## src/rtl/debounce_pkg.sv

```systemverilog
// Shared types and default constants for the push-button debouncer.
package debounce_pkg;

    typedef enum logic [1:0] {
        IDLE_LOW  = 2'd0,
        WAIT_HIGH = 2'd1,
        IDLE_HIGH = 2'd2,
        WAIT_LOW  = 2'd3
    } db_state_t;

    localparam int DEF_SYNC_STAGES   = 2;
    localparam int DEF_STABLE_CYCLES = 4;

endpackage

```

## src/rtl/debounce_pulse_if.sv

```systemverilog
// Button-side bundle: raw input in, debounced level/pulses/busy and FSM state out.
interface debounce_pulse_if;
    import debounce_pkg::*;

    logic      btn_raw;
    logic      level;
    logic      rise_pulse;
    logic      fall_pulse;
    logic      busy;
    db_state_t state;

    // btn_raw has no handshake: it is sampled every cycle; the outputs are
    // valid every cycle after reset, and rise/fall are single-cycle strobes.
    modport master (output btn_raw, input level, rise_pulse, fall_pulse, busy, state);
    modport slave  (input btn_raw, output level, rise_pulse, fall_pulse, busy, state);

endinterface

```

## src/rtl/sync_chain.sv

```systemverilog
// N-flop synchroniser for one asynchronous bit, synchronous active-low reset to 0.
module sync_chain #(
    parameter int N = 2
) (
    input  logic clk,
    input  logic reset,
    input  logic d,
    output logic q
);

    if (N < 2) begin : g_bad_n
        $error("sync_chain needs at least two stages");
    end

    logic [N-1:0] ff;

    always_ff @(posedge clk) begin
        if (!reset) ff <= '0;
        else        ff <= {ff[N-2:0], d};
    end

    assign q = ff[N-1];

endmodule

```

## src/rtl/debounce_pulse.sv

```systemverilog
// Debouncer: synchronise btn_raw, accept a level change after STABLE_CYCLES
// consecutive equal samples, and strobe rise/fall for one cycle on acceptance.
module debounce_pulse
    import debounce_pkg::*;
#(
    parameter int SYNC_STAGES   = DEF_SYNC_STAGES,
    parameter int STABLE_CYCLES = DEF_STABLE_CYCLES
) (
    input  logic             clk,
    input  logic             reset,
    debounce_pulse_if.slave  bus
);

    localparam int                CNT_W    = $clog2(STABLE_CYCLES + 1);
    localparam logic [CNT_W-1:0] CNT_LAST = CNT_W'(STABLE_CYCLES - 1);

    logic             s;
    db_state_t        state, state_d;
    logic [CNT_W-1:0] cnt, cnt_d;
    logic             level, level_d;
    logic             rise, rise_d;
    logic             fall, fall_d;
    logic             busy, busy_d;

    sync_chain #(.N(SYNC_STAGES)) u_sync (
        .clk   (clk),
        .reset (reset),
        .d     (bus.btn_raw),
        .q     (s)
    );

    always_ff @(posedge clk) begin
        if (!reset) begin
            state <= IDLE_LOW;
            cnt   <= '0;
            level <= 1'b0;
            rise  <= 1'b0;
            fall  <= 1'b0;
            busy  <= 1'b0;
        end else begin
            state <= state_d;
            cnt   <= cnt_d;
            level <= level_d;
            rise  <= rise_d;
            fall  <= fall_d;
            busy  <= busy_d;
        end
    end

    // cnt holds the number of consecutive candidate samples seen so far.
    always_comb begin
        state_d = state;
        cnt_d   = cnt;
        case (state)
            IDLE_LOW: begin
                if (s) begin
                    state_d = WAIT_HIGH;
                    cnt_d   = CNT_W'(1);
                end else begin
                    cnt_d = '0;
                end
            end
            WAIT_HIGH: begin
                if (!s) begin
                    state_d = IDLE_LOW;
                    cnt_d   = '0;
                end else if (cnt == CNT_LAST) begin
                    state_d = IDLE_HIGH;
                    cnt_d   = '0;
                end else begin
                    cnt_d = cnt + CNT_W'(1);
                end
            end
            IDLE_HIGH: begin
                if (!s) begin
                    state_d = WAIT_LOW;
                    cnt_d   = CNT_W'(1);
                end else begin
                    cnt_d = '0;
                end
            end
            WAIT_LOW: begin
                if (s) begin
                    state_d = IDLE_HIGH;
                    cnt_d   = '0;
                end else if (cnt == CNT_LAST) begin
                    state_d = IDLE_LOW;
                    cnt_d   = '0;
                end else begin
                    cnt_d = cnt + CNT_W'(1);
                end
            end
            default: begin
                state_d = IDLE_LOW;
                cnt_d   = '0;
            end
        endcase
    end

    // Outputs are computed from the transition and registered, so busy tracks
    // the registered state exactly and pulses last one cycle.
    always_comb begin
        level_d = level;
        rise_d  = 1'b0;
        fall_d  = 1'b0;
        busy_d  = (state_d == WAIT_HIGH) || (state_d == WAIT_LOW);
        if (state == WAIT_HIGH && state_d == IDLE_HIGH) begin
            level_d = 1'b1;
            rise_d  = 1'b1;
        end
        if (state == WAIT_LOW && state_d == IDLE_LOW) begin
            level_d = 1'b0;
            fall_d  = 1'b1;
        end
    end

    assign bus.level      = level;
    assign bus.rise_pulse = rise;
    assign bus.fall_pulse = fall;
    assign bus.busy       = busy;
    assign bus.state      = state;

endmodule

```

## src/flat_wrapper.sv

```systemverilog
// flat-port wrapper written by rule: the top's interface ports become plain ports
module debounce_pulse_flat import debounce_pkg::*;
#(
    parameter int SYNC_STAGES   = DEF_SYNC_STAGES,
    parameter int STABLE_CYCLES = DEF_STABLE_CYCLES
)
  (clk, reset, bus_btn_raw, bus_level, bus_rise_pulse, bus_fall_pulse, bus_busy, bus_state);
  debounce_pulse_if bus_i ();
  input  logic clk;
  input  logic reset;
  input wire logic [$bits(bus_i.btn_raw)-1:0] bus_btn_raw;
  output wire logic [$bits(bus_i.level)-1:0] bus_level;
  output wire logic [$bits(bus_i.rise_pulse)-1:0] bus_rise_pulse;
  output wire logic [$bits(bus_i.fall_pulse)-1:0] bus_fall_pulse;
  output wire logic [$bits(bus_i.busy)-1:0] bus_busy;
  output wire logic [$bits(bus_i.state)-1:0] bus_state;
  assign bus_i.btn_raw = bus_btn_raw;
  assign bus_level = bus_i.level;
  assign bus_rise_pulse = bus_i.rise_pulse;
  assign bus_fall_pulse = bus_i.fall_pulse;
  assign bus_busy = bus_i.busy;
  assign bus_state = bus_i.state;
  debounce_pulse #(.SYNC_STAGES(SYNC_STAGES), .STABLE_CYCLES(STABLE_CYCLES)) u_core (.clk(clk), .reset(reset), .bus(bus_i));
endmodule
```

## config.mk

```make
export PLATFORM = sky130hd
export DESIGN_NAME = debounce_pulse_flat
export DESIGN_NICKNAME = d
export VERILOG_FILES = /design/src/rtl/debounce_pkg.sv /design/src/rtl/debounce_pulse_if.sv /design/src/rtl/sync_chain.sv /design/src/rtl/debounce_pulse.sv /design/src/flat_wrapper.sv
export SDC_FILE = /design/constraint.sdc
export NUM_CORES = 1
export LEC_CHECK = 0
export CORE_AREA = 3 3 40 42
export DETAILED_ROUTE_END_ITERATION = 8
export DIE_AREA = 0 0 43 45
export SETUP_SLACK_MARGIN = 0.15
export SLEW_MARGIN = 20
export SYNTH_ARGS = -nofsm -noshare
export SYNTH_HDL_FRONTEND = slang
export SYNTH_HIERARCHICAL = 1
export SYNTH_SLANG_ARGS = --single-unit
```

## constraint.sdc

```tcl
create_clock -name clk -period 2.1 [get_ports clk]
set_input_delay 0.315 -clock clk [delete_from_list [all_inputs] [get_ports clk]]
set_output_delay 0.315 -clock clk [all_outputs]
set_load 0.005 [all_outputs]
```

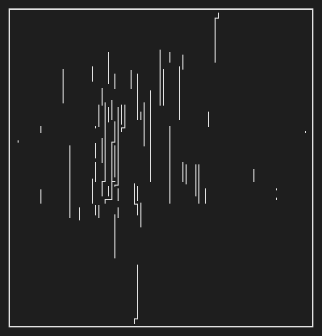
(images/layer_met2.png)
38 nets have wire on it. The layer carries 226 um of wire. The longest straight run is 12.9 um. The layer holds 41% of the routed length.
via count: 266
wirelength, routed: 552 um

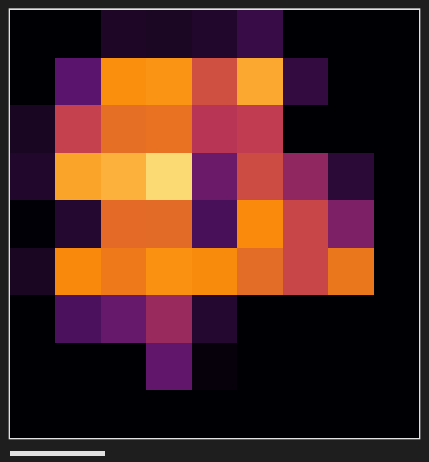
(images/cell_density.png)
Bar = 10 um. The die is cut into 9 by 9 equal tiles; black is low, pale yellow is high, 0 to 100% covered.
The emptiest ninth of the die: bottom right. The fullest tile reaches 92%. The densest ninth of the die: middle. 8.6% of the tiles are over 75% full. 46% of the tiles are nearly empty. The mean over all tiles is 25%.
core area: 1285 um2
Initial Util: 28.92%
Layout Utilization: 38.75%

==> flow_summary.json <==
{
  "drc": 0,
  "common_cells": "dfxtp_1, nand2_1, nor3b_1",
  "final_hold_viol_count": 0,
  "firstDrtPassIters": 4,
  "logic_gates": 22,
  "async_flop_share_pct": 0,
  "xor_area_share_pct": 2.357,
  "fp.dieW_um": 43,
  "synthDistinctLibCells": 18,
  "hp-start": "u_core/u_sync/ff[0]$_SDFF_PN0_",
  "setup_ws_ps": 561.7,
  "p_int_w": 0.0003003,
  "antenna_found_initial": 0,
  "comb_area_um2": 147.6,
  "path_buffers": 1,
  "p_comb_w": 0.0000216,
  "cellPowerDensity_nw_per_um2": 767.7,
  "sh_comb_area_pct": 29.65,
  "clkCellAreaFrac_pct": 5.528,
  "status": "finished, final reports clean",
  "cts_root_buffer": "clkbuf_4",
  "topCellsByArea": "dfxtp_1, nor3b_1, and2_1",
  "r2r-end": "u_core/cnt[0]$_SDFF_PN0_",
  "synth.most_common_cell": "dfxtp_1",
  "wl_met2_um": 225,
  "crit_path_end": "bus_state[1]",
  "power_leader": "registers",
  "clk_path_buf_depth": 2,
  "critPathMaxFanout": 6,
  "max_freq_mhz": 650.1,
  "yosysTopAreaCellShare_pct": 59.26,
  "port_buffers": 8,
  "ys_sh_adder_pct": 3.367,
  "yosysCellCount": 34,
  "met2_usage_pct": 7.485,
  "clock_sinks": 11,
  "crit_type": "flop to primary output",
  "inverters": 1,
  "cp.arrival_ps": 1220,
  "ys_sh_simple_pct": 24.24,
  "row_count": 13,
  "fin_setup_tns_ps": 0,
  "post-place-ws_ps": 760.0,
  "cts_setup_buffers": 0,
  "tool_warnings": 26,
  "slowest_delay_ps": 540
}
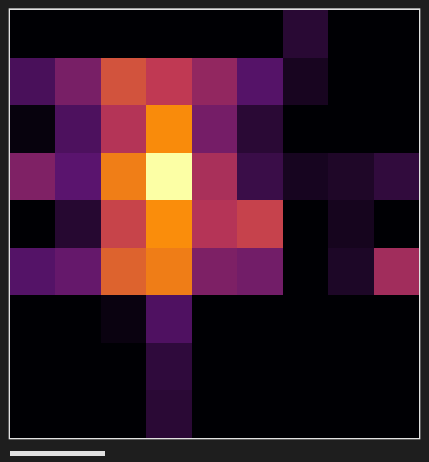
(images/metal_density.png)
Bar = 10 um. The die is cut into 9 by 9 equal tiles; black is low, pale yellow is high, scaled to the fullest tile. Values are wire area over tile area, all layers added.
The fullest tile reaches 0.28. The mean over all tiles is 0.046. 49% of the tiles are nearly empty. 12% of the tiles are over half the peak.

